==> config.mk <==
export PLATFORM = sky130hd
export DESIGN_NAME = fir_st_feeder
export DESIGN_NICKNAME = d
export VERILOG_FILES = /design/src/rtl/fir_st_feeder.sv
export SDC_FILE = /design/constraint.sdc
export NUM_CORES = 1
export LEC_CHECK = 0
export CORE_MARGIN = 4
export CORE_UTILIZATION = 39
export DETAILED_ROUTE_END_ITERATION = 8
export PLACE_DENSITY = 0.55
export SYNTH_ARGS = -nofsm -noshare
export SYNTH_HDL_FRONTEND = slang
export SYNTH_SLANG_ARGS = --single-unit
==> constraint.sdc <==
create_clock -name clk -period 3.73 [get_ports clk]
set_input_delay 0.5595 -clock clk [delete_from_list [all_inputs] [get_ports clk]]
set_output_delay 0.5595 -clock clk [all_outputs]
set_load 0.05 [all_outputs]
==> src/rtl/fir_st_feeder.sv <==
// fir_st_feeder: Avalon-ST feeder that captures strobed signed samples into a
// small circular FIFO and presents them, one per handshake, through an output
// register toward the FIR filter's sink port. Dropped samples are counted.
// Optional feature macro: FEEDER_ERROR_EN -- when defined, the first word
// loaded into the output register after a drop carries ast_source_error=2'b01.
module fir_st_feeder #(
  parameter int DATA_W     = 12,
  parameter int DEPTH_LOG2 = 3
) (
  input  logic                  clk,
  input  logic                  reset_n,
  input  logic                  sample_en,
  input  logic [DATA_W-1:0]     sample_in,
  input  logic                  ast_source_ready,
  output logic                  ast_source_valid,
  output logic [DATA_W-1:0]     ast_source_data,
  output logic [1:0]            ast_source_error,
  output logic [DEPTH_LOG2:0]   fifo_level,
  output logic [7:0]            overflow_cnt
);

  localparam int DEPTH = 1 << DEPTH_LOG2;
  localparam int CW    = DEPTH_LOG2 + 1;

  logic [DATA_W-1:0]     fifoMem_q [DEPTH];
  logic [DEPTH_LOG2-1:0] wrPtr_q, wrPtr_d;
  logic [DEPTH_LOG2-1:0] rdPtr_q, rdPtr_d;
  logic [DEPTH_LOG2:0]   count_q, count_d;
  logic                  valid_q, valid_d;
  logic [DATA_W-1:0]     data_q, data_d;
  logic [1:0]            error_q, error_d;
  logic [7:0]            ovfCnt_q, ovfCnt_d;
`ifdef FEEDER_ERROR_EN
  logic                  pending_q, pending_d;
`endif

  logic canLoad;
  logic doPop;
  logic doPush;
  logic doDrop;
  logic fifoFull;

  // The count can never exceed DEPTH, so its top bit alone means "full".
  assign fifoFull = count_q[DEPTH_LOG2];

  // Handshake decisions and next-state for pointers, count, output register
  // and the saturating drop counter.
  always_comb begin
    wrPtr_d  = wrPtr_q;
    rdPtr_d  = rdPtr_q;
    count_d  = count_q;
    valid_d  = valid_q;
    data_d   = data_q;
    error_d  = error_q;
    ovfCnt_d = ovfCnt_q;
`ifdef FEEDER_ERROR_EN
    pending_d = pending_q;
`endif

    canLoad = !valid_q || ast_source_ready;
    doPop   = canLoad && (count_q != '0);
    doPush  = sample_en && (!fifoFull || doPop);
    doDrop  = sample_en && !doPush;

    if (canLoad) begin
      valid_d = doPop;
      if (doPop) begin
        data_d  = fifoMem_q[rdPtr_q];
        rdPtr_d = rdPtr_q + DEPTH_LOG2'(1);
      end
    end

    if (doPush) begin
      wrPtr_d = wrPtr_q + DEPTH_LOG2'(1);
    end

    count_d = count_q + CW'(doPush) - CW'(doPop);

    if (doDrop && (ovfCnt_q != 8'hFF)) begin
      ovfCnt_d = ovfCnt_q + 8'd1;
    end

`ifdef FEEDER_ERROR_EN
    if (doPop) begin
      error_d   = pending_q ? 2'b01 : 2'b00;
      pending_d = 1'b0;
    end
    if (doDrop) begin
      pending_d = 1'b1;
    end
`endif
  end

  // Control and output registers with synchronous active-low reset.
  always_ff @(posedge clk) begin
    if (!reset_n) begin
      wrPtr_q  <= '0;
      rdPtr_q  <= '0;
      count_q  <= '0;
      valid_q  <= 1'b0;
      data_q   <= '0;
      error_q  <= 2'b00;
      ovfCnt_q <= 8'd0;
`ifdef FEEDER_ERROR_EN
      pending_q <= 1'b0;
`endif
    end else begin
      wrPtr_q  <= wrPtr_d;
      rdPtr_q  <= rdPtr_d;
      count_q  <= count_d;
      valid_q  <= valid_d;
      data_q   <= data_d;
      error_q  <= error_d;
      ovfCnt_q <= ovfCnt_d;
`ifdef FEEDER_ERROR_EN
      pending_q <= pending_d;
`endif
    end
  end

  // Sample storage; stale contents after reset are unreachable because the
  // pointers and count restart from zero.
  always_ff @(posedge clk) begin
    if (doPush) begin
      fifoMem_q[wrPtr_q] <= sample_in;
    end
  end

  assign ast_source_valid = valid_q;
  assign ast_source_data  = data_q;
  assign ast_source_error = error_q;
  assign fifo_level       = count_q;
  assign overflow_cnt     = ovfCnt_q;

endmodule

### Wires at chosen ports, followed through buffers, run 1

Bar = 20 um.
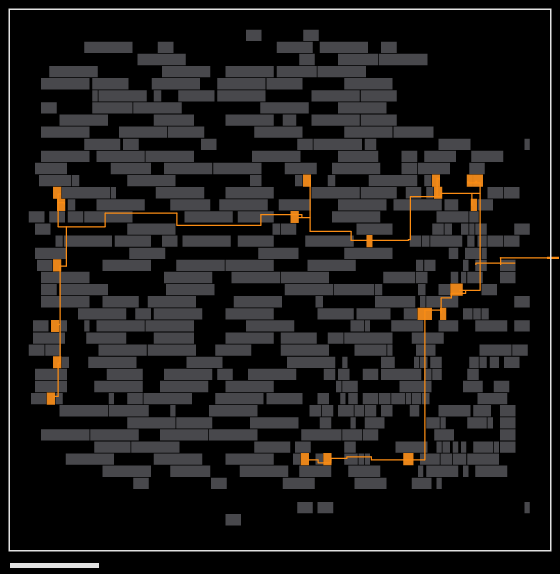
Orange marks reset_n, direction input, edge right, end cells 20, wire 318 um.

### Clock wiring as the flow saved it, run 1

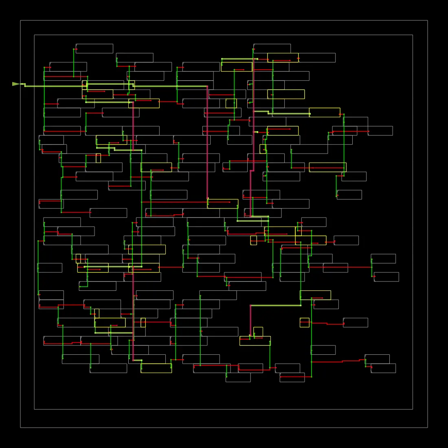
clk_lat worst skew: 410 ps
flop count: 127
Sink Count: 127
clock skew: 5.15 ps

### Wiring by layer, run 1

Only two layers are drawn.
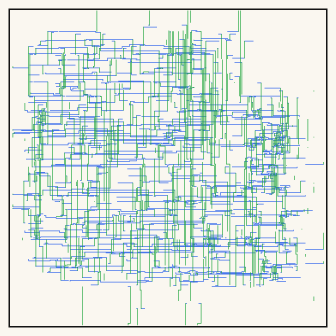
Blue marks metal 1, wire length 4670 um. Green marks metal 2, wire length 4770 um.

### Close-up of the layout, run 1

Window x 10 to 50, y 71 to 111 um. Cells in grey, sequential cells in the stronger grey; small squares are vias.
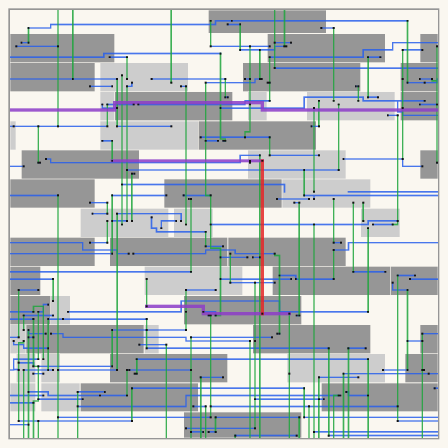
Blue marks metal 1. Green marks metal 2. Purple marks metal 3. Red marks metal 4.
Most frequent: edfxtp_1 (21), mux4_2 (4), clkbuf_16 (4). 41 logic cells have their middle in the window. Netlist names of flops here include fifoMem_q (21), ast_source_data (1). Sequential cells in the window: 22.

==> results_slide.txt, run 1 <==
Synthesis and Place & Route Summary

Setup path
  • Required time worst endpoint: 4010 ps
  • Critical Path AT: 3310 ps
  • Worst r2r src: fifo_level[3]
  • CP bufs+invs: 3
  • Critical path startpoint category: flop
  • CP Capture Type: flop
  • CP max stage cell: nor2_2
  • CP max FO: 27
  • Critical path, cell by cell: inv_1 -> ha_1 -> nor3b_4 -> nor2_2 -> ha_1 -> inv_1 -> ha_1 -> inv_1 -> fa_1 -> xor2_1 -> nor2_1
  • Crit-path max cell delay: around 870 ps
  • R2R Path End: fifo_level[2]
  • Worst Setup SP: fifo_level[3]
  • Critical path depth: 11
  • Cell family with most CP delay: adder cells
  • Reg-to-reg setup timing slack: approximately 700 ps
  • Reg2Reg Depth: 11

Final layout
  • Nets: about 380
  • Commonest Layout Cell: edfxtp_1
  • Ant diodes: 0
  • Layout cells sized above 1: 19.6%
  • Top cells excl fill/tap: 96 x edfxtp_1, 40 x clkdlybuf4s50_1, 30 x dfxtp_1
  • Non-Filler Instances: 539
  • Post-layout util: between 40% and 50%

Timing
  • Final Max Slew Viols: 0
  • Final min period: slightly above 3000 ps
  • Endpoints failing setup: 0
  • Max transition margin: 24.1%
  • Max Clk Rate: between 300 and 400 MHz
  • Post-Route Setup TNS: 0 ps
  • Tightest Pin Transition: between 1000 and 1500 ps
  • Fin. Hold Viols: 0
  • Final Cycle Share: just over 80%

Hold path
  • Worst Hold Launch: ast_source_valid
  • Worst Hold End: ast_source_valid
  • Worst hold path stage count: 2
  • Worst hold path class: flop to flop

Clocking
  • Clk buf depth: 2
  • CTS buffer count: 17
  • Level count of the clock H-tree: 4
  • Post-CTS setup buffers: 0
  • CTS Hold Bufs: 0
  • Root Buffer: clkbuf_16
  • Reg clk slew, reported paths: around 50 ps
  • Post-CTS sizing: 0

Die
  • FP Rows: roughly 41
  • Die width: about 120 um
  • Init Core Util: between 30% and 40%
  • Number of I/O pins: 43
  • Chip area: 14700 um2
  • Core area: 12600 um2
  • Die y size: about 120 um

Power
  • Reg power frac: about two fifths
  • Clock group share of total power: between 30 and 40%
  • P_sw: between 1 and 1.5 mW
  • Combinational power share: 26.8%
  • Internal: 3.31 mW
  • Total power: between 4 and 5 mW
  • Max IR drop VDD: 0.619 mV
  • P_leak: between 2 and 2.5 nW

Logic synthesis
  • Cell count in the Yosys report: between 200 and 300
  • Post-synth seq share: 70.0%
  • Post-Syn Instances: 299
  • Yosys warning count: 0
  • Top-area cell type share of the netlist area: roughly 58%
  • Post-synthesis area per instance: roughly 17 um2
  • Cell Type Count: 38
  • Largest cells by area: edfxtp_1 58%, dfxtp_1 12%, mux4_2 11%
  • Yosys reg bits: 127
  • Synth Cell Area: about 5000 um2

Outcome
  • Outcome: finished, final reports clean

Job
  • Tool warnings: 26
  • Max-cap viol count: 0

Route
  • Initial DRC Count: approximately 160
  • Post-route ant nets: 0
  • Post-Route WL: about 10 mm
  • Drt first pass iters: 7
  • Avg WL per Cell: ~19 um
  • DRC viols: 0
  • Vias per inst: between 5 and 6

GRT
  • Initial antenna violation count: 0
  • First-pass GRT wire length: 15.6 mm
  • Overflow after GRT: 0
  • Largest net degree at the start of global routing: 28
  • GR Util All Layers: between 10% and 20%

Place
  • DP HPWL: between 5 and 6 mm
  • Placed cells: 507
  • RePlAce Congestion: approximately 0.75
  • IO buf count: 40
## run 1: how the worst max path moves through the flow
stage | slack, ps | end
2_1_floorplan | 750 | fifoMem_q[0][0]
3_3_place_gp | 400 | fifo_level[2]
3_5_place_dp | 330 | fifo_level[2]
4_1_cts | 680 | fifo_level[2]
5_1_grt | 440 | fifo_level[3]
6_report | 700 | fifo_level[2]
## run 1: Yosys cell counts
| master | count |
|---|---|
| nand3b_1 | 1 |
| inv_1 | 9 |
| nor4_1 | 3 |
| xor2_1 | 3 |
| ha_1 | 8 |
| or4_1 | 2 |
| nor2_1 | 12 |
| o41ai_1 | 1 |
| edfxtp_1 | 96 |
| mux2i_1 | 15 |
| buf_2 | 4 |
| nor3b_4 | 1 |
| o211ai_2 | 1 |
| dfxtp_1 | 31 |
| nor3b_1 | 1 |
| o21ai_0 | 14 |
| a21o_1 | 2 |
| o31a_1 | 1 |
| clkbuf_1 | 8 |
| o311ai_0 | 1 |
| o211ai_1 | 1 |
| nor2b_1 | 1 |
| nand4_1 | 3 |
| nand3_1 | 4 |
| nand2_1 | 8 |
| conb_1 | 1 |
| and2_1 | 1 |
| mux4_2 | 24 |
| or3_1 | 1 |
| xnor2_1 | 3 |
| a21oi_1 | 18 |
| nor3_1 | 6 |
| fa_1 | 1 |
| o31ai_1 | 3 |
| nand4bb_1 | 1 |
| nor3_2 | 1 |
| buf_4 | 4 |
| nand2b_1 | 4 |
## run 1: flip-flops by register name, indices dropped and copies added, names as in the netlist
register and cells:
fifoMem_q 96, fifo_level 4, ast_source_valid 1, ast_source_data 12, rdPtr_q 3, overflow_cnt 8
wrPtr_q 3
## run 1: worst min-delay path, cell delays in order, from the launching register on
cell and delay, ps:
dfxtp_1 330, nand2b_1 70, a21oi_1 50
## run 1: logic make-up (layout without fill, tap and decap cells)
logic type	count (synthesis)	count (layout)	synth area share (%)
mux	39	39	13.8
buf+inv	25	92	2.28
flops	127	127	70.0
compound gates	42	42	4.88
other cells	1	2	0.0749
fa+ha+maj	9	9	2.40
simple gates	50	50	5.53
xor+xnor	6	6	1.05
## run 1: per-layer routing
metal / global-route usage, % / share of wire (%)
met1: 19.6 / 47
met2: 22.6 / 48
met3: 5.17 / 4.2
met4: 5.04 / 1.3
met5: 0 / 0
## run 1: area by class of cell
type / instances / area, um2
repair buffers: 51 / 483
clock inverters: 14 / 149
flip-flops and latches: 127 / 3500
clock buffers: 18 / 429
fillers: 1085 / 6330
well taps: 172 / 215
multi-input cells: 148 / 1420
inverters: 9 / 33.8
## run 1: power by group through the flow
| stage | clock, mW | combinational [mW] | sequential [mW] |
|---|---|---|---|
| after floorplan | 0 | 0.711 | 2.12 |
| after global placement | 0 | 1.29 | 1.95 |
| after detailed placement | 0 | 1.30 | 1.95 |
| after CTS | 1.64 | 1.31 | 1.92 |
| after global routing | 1.71 | 1.39 | 1.95 |
| final | 1.60 | 1.29 | 1.91 |
## run 1: through the flow
step | setup WS, ps | area [um2] | hold slack, ps
finish | 702 | 6230 | 504
floorplan | 753 | 5010 | 556
global route | 439 | 6230 | 539
detailed placement | 335 | 5660 | 487
global placement | 400 | 5660 | 484
CTS | 681 | 6230 | 497
==> run 2: changes to the inputs <==
==> constraint.sdc (replaced) <==
create_clock -name clk -period 2.9 [get_ports clk]
set_input_delay 0.435 -clock clk [delete_from_list [all_inputs] [get_ports clk]]
set_output_delay 0.435 -clock clk [all_outputs]
set_load 0.05 [all_outputs]
==> run 2 against run 1 <==
- critical path depth is the same
- routed wire length grew 0.33%
- die area is the same
- setup slack lost 33 ps
- first-iteration DRC count grew 24%
- highest routed layer unchanged
==> results_slide.txt, run 2 <==
Synthesis and Place & Route Summary

Timing
  • Endpoints failing setup: 0 (unchanged)
  • Fin. Hold Viols: 0 (unchanged)
  • Final Cycle Share: 77.0% (-4.2 points)
  • Final Max Slew Viols: 0 (unchanged)
  • Max transition margin: 37.7% (+14 points)
  • Post-Route Setup TNS: 0 ps (unchanged)
  • Tightest Pin Transition: 934 ps (-204 ps)

Clocking
  • Reg clk slew, reported paths: 50 ps (about the same)
  • Clk_lat worst skew: 410 ps (about the same)
  • Clk buf depth: 2 (unchanged)
  • Level count of the clock H-tree: 4 (unchanged)
  • Post-CTS setup buffers: 0 (unchanged)
  • CTS Hold Bufs: 0 (unchanged)

Place
  • Placed instance area: 5690 um2 (+0.53%)
  • Placed cells: 509 (+0.39%)
  • DP HPWL: 6.02 mm (+4.1%)
  • Setup Slack @ Placement: 387 ps (+51.8 ps)

Setup path
  • CP max FO: 5 (-81%)
  • Reg2Reg Depth: 11 (unchanged)
  • Critical path, cell by cell: inv_1 -> ha_1 -> nor3b_4 -> nor2_2 -> ha_1 -> inv_1 -> ha_1 -> inv_1 -> fa_1 -> xor2_1 -> nor2_1
  • Reg-to-reg setup timing slack: 670 ps (-30 ps)
  • Critical path startpoint category: flop
  • Worst Setup SP: fifo_level[2]
  • CP Capture Point: fifo_level[2]
  • Critical Path AT: 2510 ps (-800 ps)

GRT
  • Initial antenna violation count: 0 (unchanged)
  • Overflow after GRT: 0 (unchanged)
  • Largest net degree at the start of global routing: 27 (-3.6%)

Logic synthesis
  • Yosys warning count: 0 (unchanged)
  • Synth Cell Area: 5000 um2 (unchanged)
  • Yosys reg bits: 127 (unchanged)
  • Dominant register cell: edfxtp_1
  • Post-synth EDFFs: 96 (unchanged)
  • Cell count in the Yosys report: 299 (unchanged)
  • Post-Syn Instances: 299 (unchanged)
  • Largest cells by area: edfxtp_1 58%, dfxtp_1 12%, mux4_2 11%
  • Post-synth seq share: 70.0% (unchanged)
  • Post-synthesis area per instance: 16.7 um2 (unchanged)
  • Top-area cell type share of the netlist area: 57.6% (unchanged)
  • Cell Type Count: 38 (unchanged)

Die
  • Die width: 121 um (unchanged)
  • Core area: 12600 um2 (unchanged)
  • Number of I/O pins: 43 (unchanged)

Power
  • Max IR drop VDD: 0.494 mV (-20%)
  • P_leak: 2.04 nW (+0.18%)
  • Total power: 6.13 mW (+28%)

Final layout
  • Fin area: 6240 um2 (about the same)
  • Ant diodes: 0 (unchanged)
  • Largest Register: fifoMem_q
  • Logic area: 1420 um2 (unchanged)
  • Non-Filler Instances: 541 (+0.37%)
  • Layout fillers: 1064 (-1.9%)
  • Post-layout util: 49.6% (about the same)
  • Register area: 3510 um2 (about the same)
  • Commonest Layout Cell: edfxtp_1
  • Top cells excl fill/tap: 96 x edfxtp_1, 40 x clkdlybuf4s50_1, 28 x dfxtp_1
  • Largest register FFs: 96 (unchanged)
  • Layout cells sized above 1: 20.6% (+0.98 points)
  • Nets: 381 (+0.53%)

Route
  • Vias per inst: 5.08 (-1.2%)
  • Avg WL per Cell: 18.5 um (about the same)
  • Post-Route WL: 10.0 mm (+0.33%)
  • Drt first pass iters: 6 (-1)
  • Post-route ant nets: 0 (unchanged)
  • Initial DRC Count: 199 (+24%)

Job
  • Max-cap viol count: 0 (unchanged)
  • Tool warnings: 26 (unchanged)

Outcome
  • Outcome: finished, final reports clean

Hold path
  • Worst hold path class: flop to flop
run 2: power by group:
group / internal [mW] / leakage [nW] / switching [mW] / total [mW]
Sequential: 2.20 / 1.13 / 0.170 / 2.37
Clock: 1.24 / 0.270 / 0.733 / 1.97
Combinational: 0.755 / 0.646 / 1.04 / 1.79
Total: 4.19 / 2.04 / 1.94 / 6.13
run 2: layer usage:
layer	global-route usage (%)	share of wire [%]	vias up	wire, um
met2	22.7	48	79	4780
met3	4.52	5.5	17	551
met5	0	0	-	0
met1	19.9	45	1364	4550
li1	-	-	1288	-
met4	6.09	1.5	0	146
run 2: cell type report:
cell class,count,area share [%]
Sequential cell,127,56.2
Multi-Input combinational cell,148,22.8
Timing Repair Buffer,53,8.18
Clock buffer,17,6.82
Tap cell,172,3.45
Clock inverter,15,2.05
Inverter,9,0.541
run 2: how the worst min path moves through the flow:
stage / startpoint / endpoint / slack [ps] / cells after the start
final: ast_source_valid / ast_source_valid / 500 / 2
after global routing: overflow_cnt[6] / overflow_cnt[6] / 520 / 2
after global placement: ast_source_valid / ast_source_valid / 490 / 2
after CTS: ast_source_valid / ast_source_valid / 500 / 2
after floorplan: sample_in[0] / fifoMem_q[0][0] / 530 / 0
after detailed placement: rdPtr_q[1] / rdPtr_q[1] / 490 / 2
run 2: kinds of logic after synthesis:
family / after synthesis / synth area share (%)
XOR/XNOR: 6 / 1.05
adder cells (fa/ha/maj): 9 / 2.40
buffers and inverters: 25 / 2.28
AND-OR/OR-AND: 42 / 4.88
multiplexers: 39 / 13.8
other: 1 / 0.0749
AND/OR/NAND/NOR: 50 / 5.53
flip-flops: 127 / 70.0
run 2: critical path, delay by kind of cell, from the launching register on:
kind / cells / cell delay [ps]
adders and majority gates: 4 / 1010
and+or+nand+nor: 3 / 440
DFF: 1 / 310
buffers and inverters: 3 / 200
xor gates and xnor gates: 1 / 140
### Clock wiring as the flow saved it, run 2

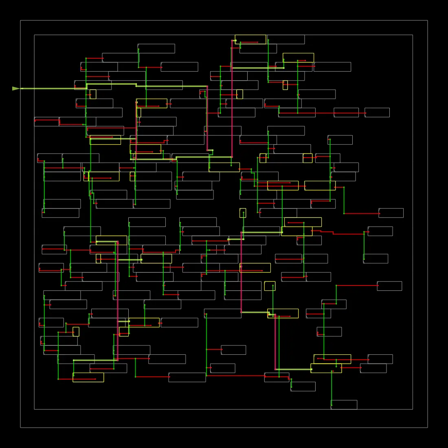
CTS buffer count: 17
Clock Power: 1.97 mW
clock skew: 7.23 ps
final-layout clock buffer total: 17

==> run 3: changes to the inputs <==
--- a/config.mk
+++ b/config.mk
@@ -8,7 +8,7 @@
 export CORE_MARGIN = 4
 export CORE_UTILIZATION = 39
 export DETAILED_ROUTE_END_ITERATION = 8
-export PLACE_DENSITY = 0.55
+export PLACE_DENSITY = 0.57
 export SYNTH_ARGS = -nofsm -noshare
 export SYNTH_HDL_FRONTEND = slang
 export SYNTH_SLANG_ARGS = --single-unit
==> constraint.sdc (replaced) <==
create_clock -name clk -period 1.9 [get_ports clk]
set_input_delay 0.285 -clock clk [delete_from_list [all_inputs] [get_ports clk]]
set_output_delay 0.285 -clock clk [all_outputs]
set_load 0.05 [all_outputs]
### Sequential cells grouped by signal name, run 3

Bar = 20 um. Other sequential cells in the stronger grey, the rest of the logic in the fainter grey.
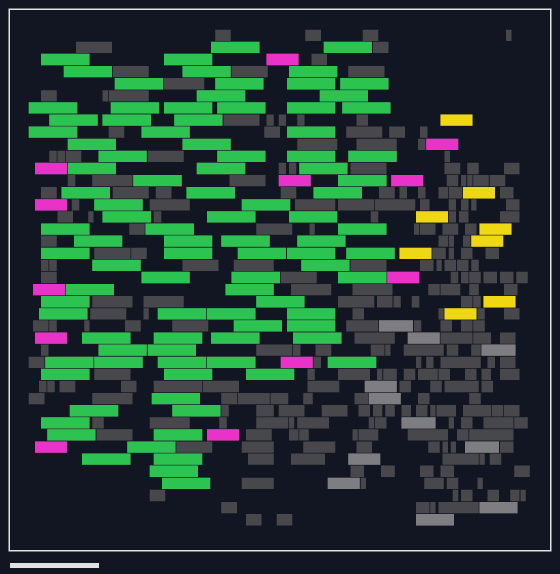
Magenta marks ast_source_data, flops 12. Yellow marks overflow_cnt, flops 8, where middle right. Green marks fifoMem_q, flops 96.
Another 11 sequential cells are not coloured.

==> run 3 against run 2 <==
- the run now ends with negative setup slack left
- first-iteration DRC count fell by 7.0%
- clock power rose by 47%
- count of clock-buffer cells in the layout rose by 4
- critical path type unchanged
- critical endpoint is now fifo_level[1]
- highest routed layer unchanged
==> results_slide.txt, run 3 <==
Synthesis and Place & Route Summary

Outcome
  • Outcome: finished, violations left
  • Violated checks: negative setup slack

Final layout
  • Commonest Layout Cell: edfxtp_1
  • Largest register FFs: 96 (unchanged)
  • Fin area: 6600 um2 (+5.8%)
  • Post-layout util: 52.5% (+2.9 points)
  • Top cells excl fill/tap: 96 x edfxtp_1, 28 x clkdlybuf4s50_1, 25 x dfxtp_1
  • Ant diodes: 0 (unchanged)
  • Layout fillers: 1058 (-0.56%)
  • Synthesis-to-layout area growth: 31.9%
  • Layout cells sized above 1: 29.0% (+8.4 points)
  • Nets: 398 (+4.5%)
  • Register area: 3520 um2 (+0.25%)
  • Largest Register: fifoMem_q
  • Logic area: 1560 um2 (+9.7%)

GRT
  • First-pass GRT wire length: ~16 mm
  • Overflow after GRT: 0 (unchanged)
  • Largest net degree at the start of global routing: 27 (unchanged)
  • GR Util All Layers: about 15%
  • Initial antenna violation count: 0 (unchanged)
  • Vias in the first global route: around 3000

Logic synthesis
  • Largest cells by area: edfxtp_1 58%, dfxtp_1 12%, mux4_2 11%
  • Synth area leader: edfxtp_1
  • Dominant register cell: edfxtp_1
  • Cell count in the Yosys report: 299 (unchanged)
  • Post-synth seq share: 70.0% (unchanged)
  • Cell Type Count: 38 (unchanged)
  • Top-count cell post-synth: edfxtp_1
  • Post-synthesis area per instance: 16.7 um2 (unchanged)
  • Post-synth EDFFs: 96 (unchanged)
  • Top-area cell type share of the netlist area: 57.6% (unchanged)
  • Async S/R FF share, synth: 0%
  • Synthesis area per yosys: 5000 um2
  • Synth Cell Area: 5000 um2 (unchanged)
  • Synth cell count leaders: 96 x edfxtp_1, 31 x dfxtp_1, 24 x mux4_2, 18 x a21oi_1, 15 x mux2i_1
  • Post-Syn Instances: 299 (unchanged)
  • Yosys warning count: 0 (unchanged)
  • Yosys reg bits: 127 (unchanged)

Route
  • Post-Route WL: 10.2 mm (+1.8%)
  • Post-route ant nets: 0 (unchanged)
  • Initial DRC Count: 185 (-7.0%)
  • Avg WL per Cell: 18.3 um (-1.3%)
  • Drt first pass iters: 4 (-2)
  • Vias per inst: 5.11 (+0.59%)
  • Via count: 2851
  • DRC viols: 0

Clocking
  • CTS Hold Bufs: 0 (unchanged)
  • Sink Count: approximately 130
  • Clk_lat worst skew: 400 ps (about the same)
  • Reg clk slew, reported paths: 50 ps (about the same)
  • Root Buffer: clkbuf_16
  • CTS tree: built
  • CTS buffer count: 17 (unchanged)
  • Clk buf depth: 2 (unchanged)
  • Level count of the clock H-tree: 4 (unchanged)

Hold path
  • Worst hold path class: flop to flop

Power
  • P_sw: 3.09 mW (+59%)
  • P_leak: 2.20 nW (+7.8%)
  • Reg power frac: 37.0% (-1.6 points)
  • Clock group share of total power: 29.9% (-2.3 points)
  • PwrDens: about 1500 nW/um2
  • Max IR drop VDD: 0.764 mV (+55%)
  • Internal: 6.56 mW (+57%)
  • Switch share: 32.0% (+0.38 points)
  • Combinational power share: 33.1% (+3.9 points)

Timing
  • Max transition margin: 64.7% (+27 points)
  • Fin. Hold Viols: 0 (unchanged)
  • Final Max Slew Viols: 0 (unchanged)
  • RSZ-0062 raised after global routing: yes
  • Final Cycle Share: 102% (+25 points)
  • Tightest Pin Transition: 526 ps (-408 ps)
  • Final min period: 1940 ps
  • Max Clk Rate: about 520 MHz
  • Endpoints failing setup: 2 (+2)
  • Clock skew: 8.07 ps (+0.844 ps)
  • Setup ws final: -35.5 ps

Die
  • Core area: 12600 um2 (unchanged)
  • Chip area: between 10000 and 15000 um2
  • FP Rows: 41
  • Die width: 121 um (unchanged)
  • Init Core Util: 39.8%
  • Die y size: around 120 um
  • Number of I/O pins: 43 (unchanged)

Setup path
  • Critical path startpoint category: flop
  • CP Capture Type: flop
  • CP max FO: 2 (-3)
  • Critical Path AT: 2230 ps (-280 ps)
  • Required time worst endpoint: 2190 ps
  • WS Path Type: flop to flop

Job
  • Max-cap viol count: 0 (unchanged)
  • Tool warnings: 29 (+12%)

Place
  • Placed instance area: 6020 um2 (+5.9%)
  • IO buf count: approximately 40
  • RePlAce Congestion: 0.788
  • DP HPWL: 6.01 mm (about the same)
run 3: cell types whose count changed in the layout (fill, tap and decap cells not counted), moves of 4 or more:
| cell | before | now |
|---|---|---|
| buf_12 | 1 | 10 |
| buf_4 | 12 | 22 |
| clkbuf_1 | 0 | 4 |
| clkdlybuf4s50_1 | 40 | 28 |
| clkinv_1 | 5 | 1 |
| dlygate4sd2_1 | 0 | 8 |
| inv_1 | 9 | 5 |
| nor3_2 | 5 | 1 |
| nor3_4 | 0 | 4 |
run 3: routing by layer:
layer  share of wire (%)  track usage [%]
met1                  45             18.7
met2                  50             24.8
met3                 3.7             4.38
met4                 1.0             5.11
met5                   0                0
run 3: critical path, stage by stage, from the launching register on:
cell and delay [ps]:
dfxtp_4 350, inv_4 60, ha_4 140, nor3b_4 250, nor2_4 60, ha_4 220, inv_2 60, ha_4 120
inv_2 30, fa_2 500, nor2_1 40
run 3: cell type report:
class | count | share of cell area (%)
flip-flops and latches | 127 | 53.3
clock inverters | 11 | 1.40
multi-input cells | 148 | 23.6
well taps | 172 | 3.26
inverters | 9 | 0.550
repair buffers | 70 | 11.2
clock buffers | 21 | 6.67
run 3: final timing paths:
| kind | endpoint | slack, ps | depth (start not counted) | startpoint |
|---|---|---|---|---|
| hold / removal | ast_source_valid | 490 | 2 | ast_source_valid |
| hold reg to reg | ast_source_valid | 490 | 2 | ast_source_valid |
| setup / recovery | fifo_level[1] | -40 | 10 | fifo_level[2] |
| setup reg to reg | fifo_level[1] | -40 | 10 | fifo_level[2] |
run 3: through the flow:
step                worst slack, ps  hold WS (ps)  power, mW  setup TNS, ps  cells
finish                        -35.5           486       9.65          -45.8    558
global route                   -104           518       10.2           -313    558
CTS                           -43.9           488       9.77          -85.4    557
detailed placement             -276           478       6.79          -7810    523
global placement               -260           473       6.73          -7540    523
floorplan                      -350           384       5.78          -3770    300
run 3: power groups by stage:
stage	sequential [mW]	combinational (mW)	clock [mW]
after floorplan	4.20	1.58	0
after global placement	3.61	3.12	0
after detailed placement	3.63	3.17	0
after CTS	3.58	3.24	2.95
after global routing	3.61	3.46	3.08
final	3.57	3.19	2.89
run 3: what timing repair did:
action	in CTS	in global routing
setup buffers	2	1
pin swaps	3	0
hold endpoints to repair	0	0
resized	10	2
endpoints found under the setup margin	11	7
run 3: cell families after synthesis:
| family | count (synthesis) | share of synthesized area (%) |
|---|---|---|
| AND/OR/NAND/NOR | 50 | 5.53 |
| flip-flops | 127 | 70.0 |
| adder cells (fa/ha/maj) | 9 | 2.40 |
| multiplexers | 39 | 13.8 |
| AND-OR/OR-AND | 42 | 4.88 |
| XOR/XNOR | 6 | 1.05 |
| other | 1 | 0.0749 |
| buffers and inverters | 25 | 2.28 |
Power is estimated from default activity; no workload was simulated.
